### config.mk
export PLATFORM = sky130hd
export DESIGN_NAME = carryn_alu
export DESIGN_NICKNAME = d
export VERILOG_FILES = /design/src/rtl/carryn_alu_pkg.sv /design/src/rtl/carryn_alu_slice.sv /design/src/rtl/carryn_alu.sv
export SDC_FILE = /design/constraint.sdc
export NUM_CORES = 1
export LEC_CHECK = 0
export ABC_AREA = 1
export CAP_MARGIN = 15
export CORE_ASPECT_RATIO = 1.2
export CORE_MARGIN = 2
export CORE_UTILIZATION = 45
export DETAILED_ROUTE_END_ITERATION = 10
export GPL_TIMING_DRIVEN = 0
export PLACE_DENSITY = 0.69
export SLEW_MARGIN = 5
export SYNTH_ARGS = -nofsm -noshare
export SYNTH_HDL_FRONTEND = slang
export SYNTH_SLANG_ARGS = --single-unit
### constraint.sdc
create_clock -name aclk -period 3.5 [get_ports aclk]
set_input_delay 0.525 -clock aclk [delete_from_list [all_inputs] [get_ports aclk]]
set_output_delay 0.525 -clock aclk [all_outputs]
set_load 0.02 [all_outputs]
### src/rtl/carryn_alu_pkg.sv
// carryn_alu shared types: opcodes, FSM states and slice-count helper.
// Used by carryn_alu and carryn_alu_slice.
package carryn_alu_pkg;

  typedef enum logic [2:0] {
    OP_NOP = 3'b000,
    OP_ADC = 3'b001,
    OP_SBC = 3'b010,
    OP_AND = 3'b011,
    OP_ORR = 3'b100,
    OP_EOR = 3'b101,
    OP_SEL = 3'b110,
    OP_SEH = 3'b111
  } opcode_t;

  typedef enum logic [1:0] {
    IDLE,
    RUN,
    DONE
  } state_t;

  function automatic int slices(input int width, input int slice);
    return width / slice;
  endfunction

  function automatic logic is_arith(input opcode_t op);
    return (op == OP_ADC) || (op == OP_SBC);
  endfunction

endpackage

### src/rtl/carryn_alu_slice.sv
// carryn_alu_slice: combinational SLICE-bit op unit.
// Exposes carry-out and carry into the slice MSB for the V flag.
module carryn_alu_slice
  import carryn_alu_pkg::*;
#(
  parameter int SLICE = 2
) (
  input  opcode_t          opcode,
  input  logic             cin,
  input  logic [SLICE-1:0] a,
  input  logic [SLICE-1:0] b,
  output logic [SLICE-1:0] res,
  output logic             cout,
  output logic             cmsb
);

  logic [SLICE-1:0] bb;
  logic [SLICE-1:0] sum;
  logic             carry;

  always_comb begin
    bb    = (opcode == OP_SBC) ? ~b : b;
    sum   = '0;
    cmsb  = 1'b0;
    carry = cin;
    for (int i = 0; i < SLICE; i++) begin
      sum[i] = a[i] ^ bb[i] ^ carry;
      if (i == SLICE - 1) cmsb = carry;
      carry = (a[i] & bb[i]) | (carry & (a[i] ^ bb[i]));
    end
    cout = carry;
  end

  always_comb begin
    unique case (opcode)
      OP_ADC, OP_SBC: res = sum;
      OP_AND:         res = a & b;
      OP_ORR:         res = a | b;
      OP_EOR:         res = a ^ b;
      OP_SEL:         res = a;
      OP_SEH:         res = b;
      default:        res = '0;
    endcase
  end

endmodule

### src/rtl/carryn_alu.sv
// carryn_alu: multi-cycle slice-serial ALU with valid/ready and abort.
// CARRYN_ALU_FASTLOGIC_EN: non-arithmetic ops finish in one RUN cycle.
module carryn_alu
  import carryn_alu_pkg::*;
#(
  parameter int WIDTH = 16,
  parameter int SLICE = 2
) (
  input  logic             aclk,
  input  logic             aresetn,
  input  logic             rx_valid,
  output logic             tx_ready,
  input  opcode_t          rx_opcode,
  input  logic             rx_carryflag,
  input  logic [WIDTH-1:0] rx_operand0,
  input  logic [WIDTH-1:0] rx_operand1,
  input  logic             rx_abort,
  output logic             tx_valid,
  input  logic             rx_ready,
  output logic [WIDTH-1:0] tx_result,
  output logic             tx_carryflag,
  output logic             tx_zeroflag,
  output logic             tx_signflag,
  output logic             tx_overflowflag
);

  localparam int SLICES = slices(WIDTH, SLICE);
  localparam int IW     = (SLICES > 1) ? $clog2(SLICES) : 1;
  localparam logic [IW-1:0] LAST = IW'(SLICES - 1);

  if ((WIDTH % SLICE) != 0 || SLICES < 2) begin : g_chk
    $error("carryn_alu: WIDTH must be a multiple of SLICE, SLICES >= 2");
  end

  state_t           state;
  logic [IW-1:0]    idx;
  opcode_t          op_q;
  logic [WIDTH-1:0] a_q;
  logic [WIDTH-1:0] b_q;
  logic [WIDTH-1:0] acc_q;
  logic             carry_q;

  logic [SLICE-1:0] s_res;
  logic             s_cout;
  logic             s_cmsb;
  logic [WIDTH-1:0] word_n;
  logic             last;
  logic             arith;

  assign tx_ready = aresetn && (state == IDLE);
  assign arith    = is_arith(op_q);

  carryn_alu_slice #(
    .SLICE (SLICE)
  ) u_slice (
    .opcode (op_q),
    .cin    (carry_q),
    .a      (a_q[idx*SLICE +: SLICE]),
    .b      (b_q[idx*SLICE +: SLICE]),
    .res    (s_res),
    .cout   (s_cout),
    .cmsb   (s_cmsb)
  );

  always_comb begin
    word_n = acc_q;
    word_n[idx*SLICE +: SLICE] = s_res;
    last = (idx == LAST);
`ifdef CARRYN_ALU_FASTLOGIC_EN
    if (!arith) begin
      last = 1'b1;
      unique case (op_q)
        OP_AND:  word_n = a_q & b_q;
        OP_ORR:  word_n = a_q | b_q;
        OP_EOR:  word_n = a_q ^ b_q;
        OP_SEL:  word_n = a_q;
        OP_SEH:  word_n = b_q;
        default: word_n = '0;
      endcase
    end
`endif
  end

  always_ff @(posedge aclk or negedge aresetn) begin
    if (!aresetn) begin
      state           <= IDLE;
      idx             <= '0;
      op_q            <= OP_NOP;
      a_q             <= '0;
      b_q             <= '0;
      acc_q           <= '0;
      carry_q         <= 1'b0;
      tx_valid        <= 1'b0;
      tx_result       <= '0;
      tx_carryflag    <= 1'b0;
      tx_zeroflag     <= 1'b0;
      tx_signflag     <= 1'b0;
      tx_overflowflag <= 1'b0;
    end else begin
      unique case (state)
        IDLE: begin
          if (rx_valid) begin
            op_q    <= rx_opcode;
            a_q     <= rx_operand0;
            b_q     <= rx_operand1;
            carry_q <= rx_carryflag;
            acc_q   <= '0;
            idx     <= '0;
            state   <= RUN;
          end
        end
        RUN: begin
          // abort beats completion; published result stays untouched
          if (rx_abort) begin
            idx   <= '0;
            state <= IDLE;
          end else begin
            acc_q   <= word_n;
            carry_q <= s_cout;
            idx     <= idx + 1'b1;
            if (last) begin
              idx             <= '0;
              state           <= DONE;
              tx_valid        <= 1'b1;
              tx_result       <= word_n;
              tx_carryflag    <= arith & s_cout;
              tx_overflowflag <= arith & (s_cout ^ s_cmsb);
              tx_zeroflag     <= (word_n == '0);
              tx_signflag     <= word_n[WIDTH-1];
            end
          end
        end
        DONE: begin
          if (rx_ready) begin
            tx_valid <= 1'b0;
            state    <= IDLE;
          end
        end
        default: state <= IDLE;
      endcase
    end
  end

endmodule

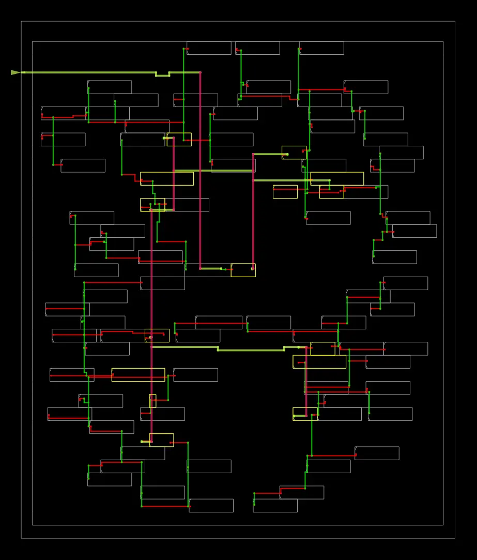
Run 1: the clock network
CTS sink cnt: 77
cts bufs inserted: 9
clock network power: 0.889 mW
Late-Pin Clk Latency: 0.37 ns

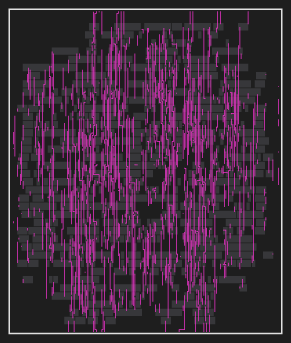
Run 1: signal wires on met2
(3 px per um) Cells faint in the background.
longest straight run	50.7 um
wire length on this layer	4760 um

==> reports/results.txt, run 1 <==
Adders+Majority by Area -> 0.04417
WP data required -> 3.80 ns
Die X-Extent -> 90.31 um
WP data arrival -> 3.55 ns
mux share -> 0.02240
FFs w/ async S/R, synth -> 1.000
# Cells Yosys -> 499
wire length of the first global-routing pass -> 16.08 mm
Switch Pwr -> 1.010 mW
logic area -> 0.001733 mm^2
Comb/total area -> 0.3391
delay-heaviest family, CP -> simple AND/OR/NAND/NOR gates
Starting DRT DRC Count -> 147
Critical R2R Launch -> idx[0]
vias per inst -> 5.013
R2R Path End -> tx_zeroflag
fmax -> 307.4 MHz
GR Util All Layers -> 0.2091
PwrDens -> 581.4 mW/mm^2
yosys aoi share -> 0.09176
Final Instance Count excl. Fillers -> 697
FP Util -> 0.4672
TAP cells -> 117
Final min period -> 3.253 ns
sequential cell power -> 1.08 mW
Final Setup Violations -> 0
setup TNS -> 0 ns
unrepaired setup endpoints after global routing -> false
ANT cells -> 0
outcome -> finished clean
Hold WS -> 0.05164 ns
Main logic family -> simple AND/OR/NAND/NOR gates
clock slew at reported path FFs -> 0.08 ns
post-synth top area cell -> dfrtp_1
Switching Fraction -> 0.3399
Root Driver -> clkbuf_8
gr busiest metal -> met2
final tally of max-slew violations -> 0
clk buf depth -> 2
initial antenna violation count -> 0
CP startpoint kind -> register
register area share after synthesis -> 0.4790
routed vias -> 3494
Largest type area fraction -> 0.4790
met2 GRT Util -> 0.3647
Top Layout Cells -> nand2_1, dfrtp_1, inv_1
Worst path slowest cell -> dfrtp_2
Slew HR -> 0.5432
htree depth -> 3
Biggest Area Class -> sequential cells
P_leak -> 2.445 nW
Layout Nets -> 630
clock buffer count -> 11
Flop area -> 0.001929 mm^2
multi-input gate count -> 331
Post-CTS Setup Bufs -> 0
drt drc -> 0
slowest cell delay on critical path -> 0.45 ns
CP bufs+invs -> 2
flop-to-flop setup slack -> 0.25 ns
capture point of the critical path -> tx_zeroflag
Post-synth regs -> 77
VDD IR-drop max -> 0.2730 mV
Data buffer area share -> 0.1506
post-cts gate resize count -> 0
Post-DRT Antenna Nets -> 0
Synth Instances -> 499
dpl cells -> 679
met3 WL post-DR -> 389 um
final worst-path cycle share -> 0.9293
yosys warning tally -> 0
hold crit path type -> input port to async pin
Dominant Register Cell -> dfrtp_1
critical path endpoint category -> register
Mapped Area -> 0.004023 mm^2
Setup WS post-layout -> 0.2474 ns
Clk network pwr share -> 0.299
Die H -> 107.6 um
Worst Tran Pin Value -> 0.6852 ns
area grow syn2layout -> 27.03%
most numerous cell in the Yosys netlist -> nand2_1
pre-CTS setup slack -> 0.1639 ns
routability cong. -> 0.8906
most frequent logic cell in the layout -> nand2_1
Yosys Chip Area -> 0.004023 mm^2
Crit Path Class -> register to register
Final Hold Fails -> 0
Largest Pwr Group -> registers
fraction of area in registers -> 0.3776
path depth of the worst reg2reg path -> 19
GRT overflow -> 0
Detailed Route WL -> 9.371 mm
wire length per cell -> 13.44 um
CORE AREA -> 0.008611 mm^2
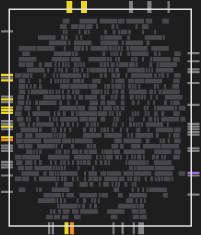
Run 1: ports around the boundary
(2 px per um) Pins as bars across the die edge, other pins in gray.
color	port	pins	direction	edge
orange	`rx_opcode`	3	input	2 bottom, 1 left
yellow	`rx_operand1`	16	input	8 left, 6 top, 2 bottom
purple	`tx_valid`	1	output	right
all pins by edge	24 left, 16 right, 12 bottom, 11 top

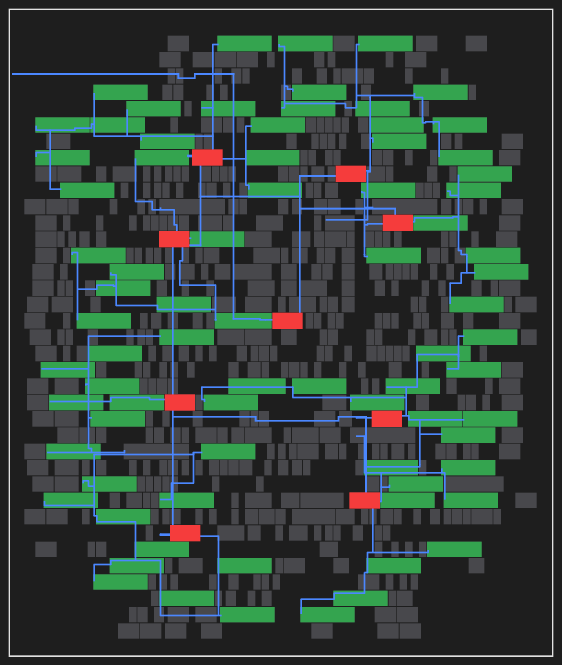
Run 1: routed clock nets over the placement
(6 px per um)
[red] clock-net drivers | count: 9
[green] flip-flops | count: 77
[blue] clock wires | length: 998 um
flops lie	widely spread

Run 1, cells colored by class:
(3 px per um) Fill, decap, tap and diode cells in gray.
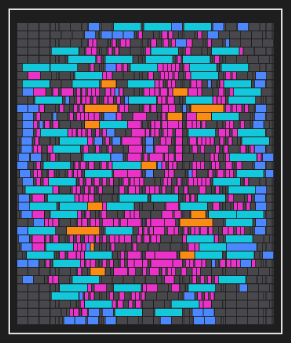

==> inputs of run 2 (changes only) <==
Settings changed: PLACE_DENSITY 0.69 to 0.74.
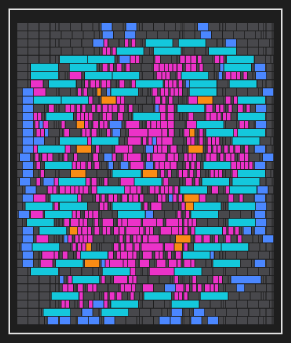
Run 2: cells colored by class
(3 px per um) Fill, decap, tap and diode cells in gray.
color	class	cells	share of their area
orange	clock drivers and dummy loads	16	3.4%
magenta	remaining logic cells	403	41%
blue	remaining buffers and delay cells	85	16%
cyan	registers	77	40%

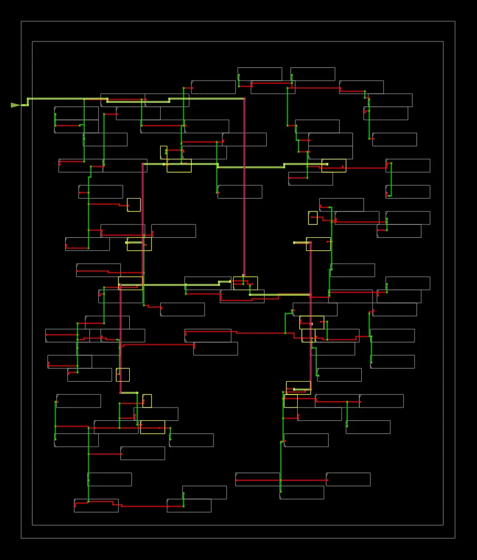
Run 2: the clock network
Late-Pin Clk Latency: 0.36 ns
clock network power: 0.598 mW

==> run 2 against run 1 <==
  * Largest cell class unchanged
  * Combinational power is essentially flat
  * Routed wire length is essentially flat
  * Largest power group unchanged
  * Clock power is 33% lower
  * Clock skew fell by 0.0057 ns
==> reports/results.txt, run 2 <==
Detailed Route WL -> 9.370 mm
post-cts gate resize count -> 0
Hold WS -> 0.05891 ns
slowest cell delay on critical path -> 0.46 ns
Post-DRT Antenna Nets -> 0
CP Cell Sequence -> buf_4 > nand2_1 > nand3_1 > nand3_1 > nand2_1 > xor2_1 > fa_2 > fa_1 > inv_1 > nor2_1 > nor3_2 > buf_4 > nand4_1 > nand2_1 > nand2_1 > nor2_1 > nand3_1 > nor2_1 > nand3_1 > nand2_1
met3 WL post-DR -> 318 um
Final min period -> 3.265 ns
Worst path slowest cell -> dfrtp_2
dpl cells -> 679
logic area -> 0.001733 mm^2
ANT cells -> 0
clock buffer count -> 10
WP data arrival -> 3.57 ns
CTS sink cnt -> 77
Top Layout Cells -> nand2_1, dfrtp_1, inv_1
Die X-Extent -> 90.31 um
CP bufs+invs -> 3
final worst-path cycle share -> 0.9328
PwrDens -> 537.9 mW/mm^2
Comb/total area -> 0.3459
Final Instance Count excl. Fillers -> 698
Final Setup Violations -> 0
wire length of the first global-routing pass -> 15.46 mm
fmax -> 306.3 MHz
Layout Nets -> 630
Mapped Area -> 0.004023 mm^2
Flop area -> 0.001929 mm^2
Post-CTS Setup Bufs -> 0
setup TNS -> 0 ns
fraction of area in registers -> 0.3851
wire length per cell -> 13.42 um
path depth of the worst reg2reg path -> 20
R2R Path End -> tx_zeroflag
vias per inst -> 5.027
gr busiest metal -> met2
clock slew at reported path FFs -> 0.08 ns
most frequent CP cell -> nand2_1
CP startpoint kind -> register
yosys aoi share -> 0.09176
initial antenna violation count -> 0
Worst Tran Pin Value -> 0.6517 ns
area grow syn2layout -> 24.54%
P_leak -> 2.388 nW
htree depth -> 3
GRT overflow -> 0
drt drc -> 0
MaxCap Viol Count -> 0
Met1 Wirelength -> 4.030 mm
FFs w/ async S/R, synth -> 1.000
yosys warning tally -> 0
VDD IR-drop max -> 0.2537 mV
Dominant Register Cell -> dfrtp_1
Yosys Chip Area -> 0.004023 mm^2
multi-input gate count -> 331
Adders+Majority by Area -> 0.04417
Design Area, Final -> 0.005010 mm^2
Switch Pwr -> 1.031 mW
Final Hold Fails -> 0
# Cells Yosys -> 499
Slew HR -> 0.5655
met3 Track Usage GR -> 0.03852
Critical R2R Launch -> idx[0]
routed vias -> 3509
clk buf depth -> 2
Root Driver -> clkbuf_8
sequential cell power -> 1.09 mW
TAP cells -> 117
Die H -> 107.6 um
delay-heaviest family, CP -> simple AND/OR/NAND/NOR gates
flop-to-flop setup slack -> 0.24 ns
met2 GRT Util -> 0.3598
most numerous cell in the Yosys netlist -> nand2_1
capture point of the critical path -> tx_zeroflag
routability cong. -> 0.8682
unrepaired setup endpoints after global routing -> false
Clk network pwr share -> 0.222
final tally of max-slew violations -> 0
Largest Pwr Group -> registers
Setup WS post-layout -> 0.2352 ns
outcome -> finished clean
post-synth top area cell -> dfrtp_1
Crit Path Class -> register to register
pre-CTS setup slack -> 0.2036 ns
critical path endpoint category -> register
cts bufs inserted -> 9
register area share after synthesis -> 0.4790
Post-synth regs -> 77
Main logic family -> simple AND/OR/NAND/NOR gates
Starting DRT DRC Count -> 123
WP data required -> 3.81 ns
CORE AREA -> 0.008611 mm^2
GR Util All Layers -> 0.2015
Switching Fraction -> 0.3827
hold crit path type -> input port to async pin
FP Util -> 0.4672
Synth Instances -> 499
Critical Path Fanout Max -> 10
Port Buf Inserts -> 62
Data buffer area share -> 0.1523
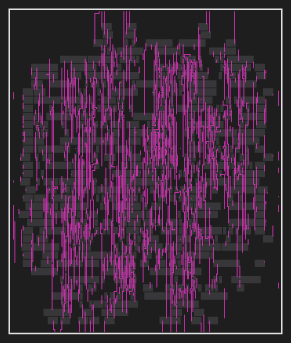
Run 2: signal wires on met2
(3 px per um) Cells faint in the background.
main direction	vertical
longest straight run	45.9 um

Power and IR drop assume default switching activity.
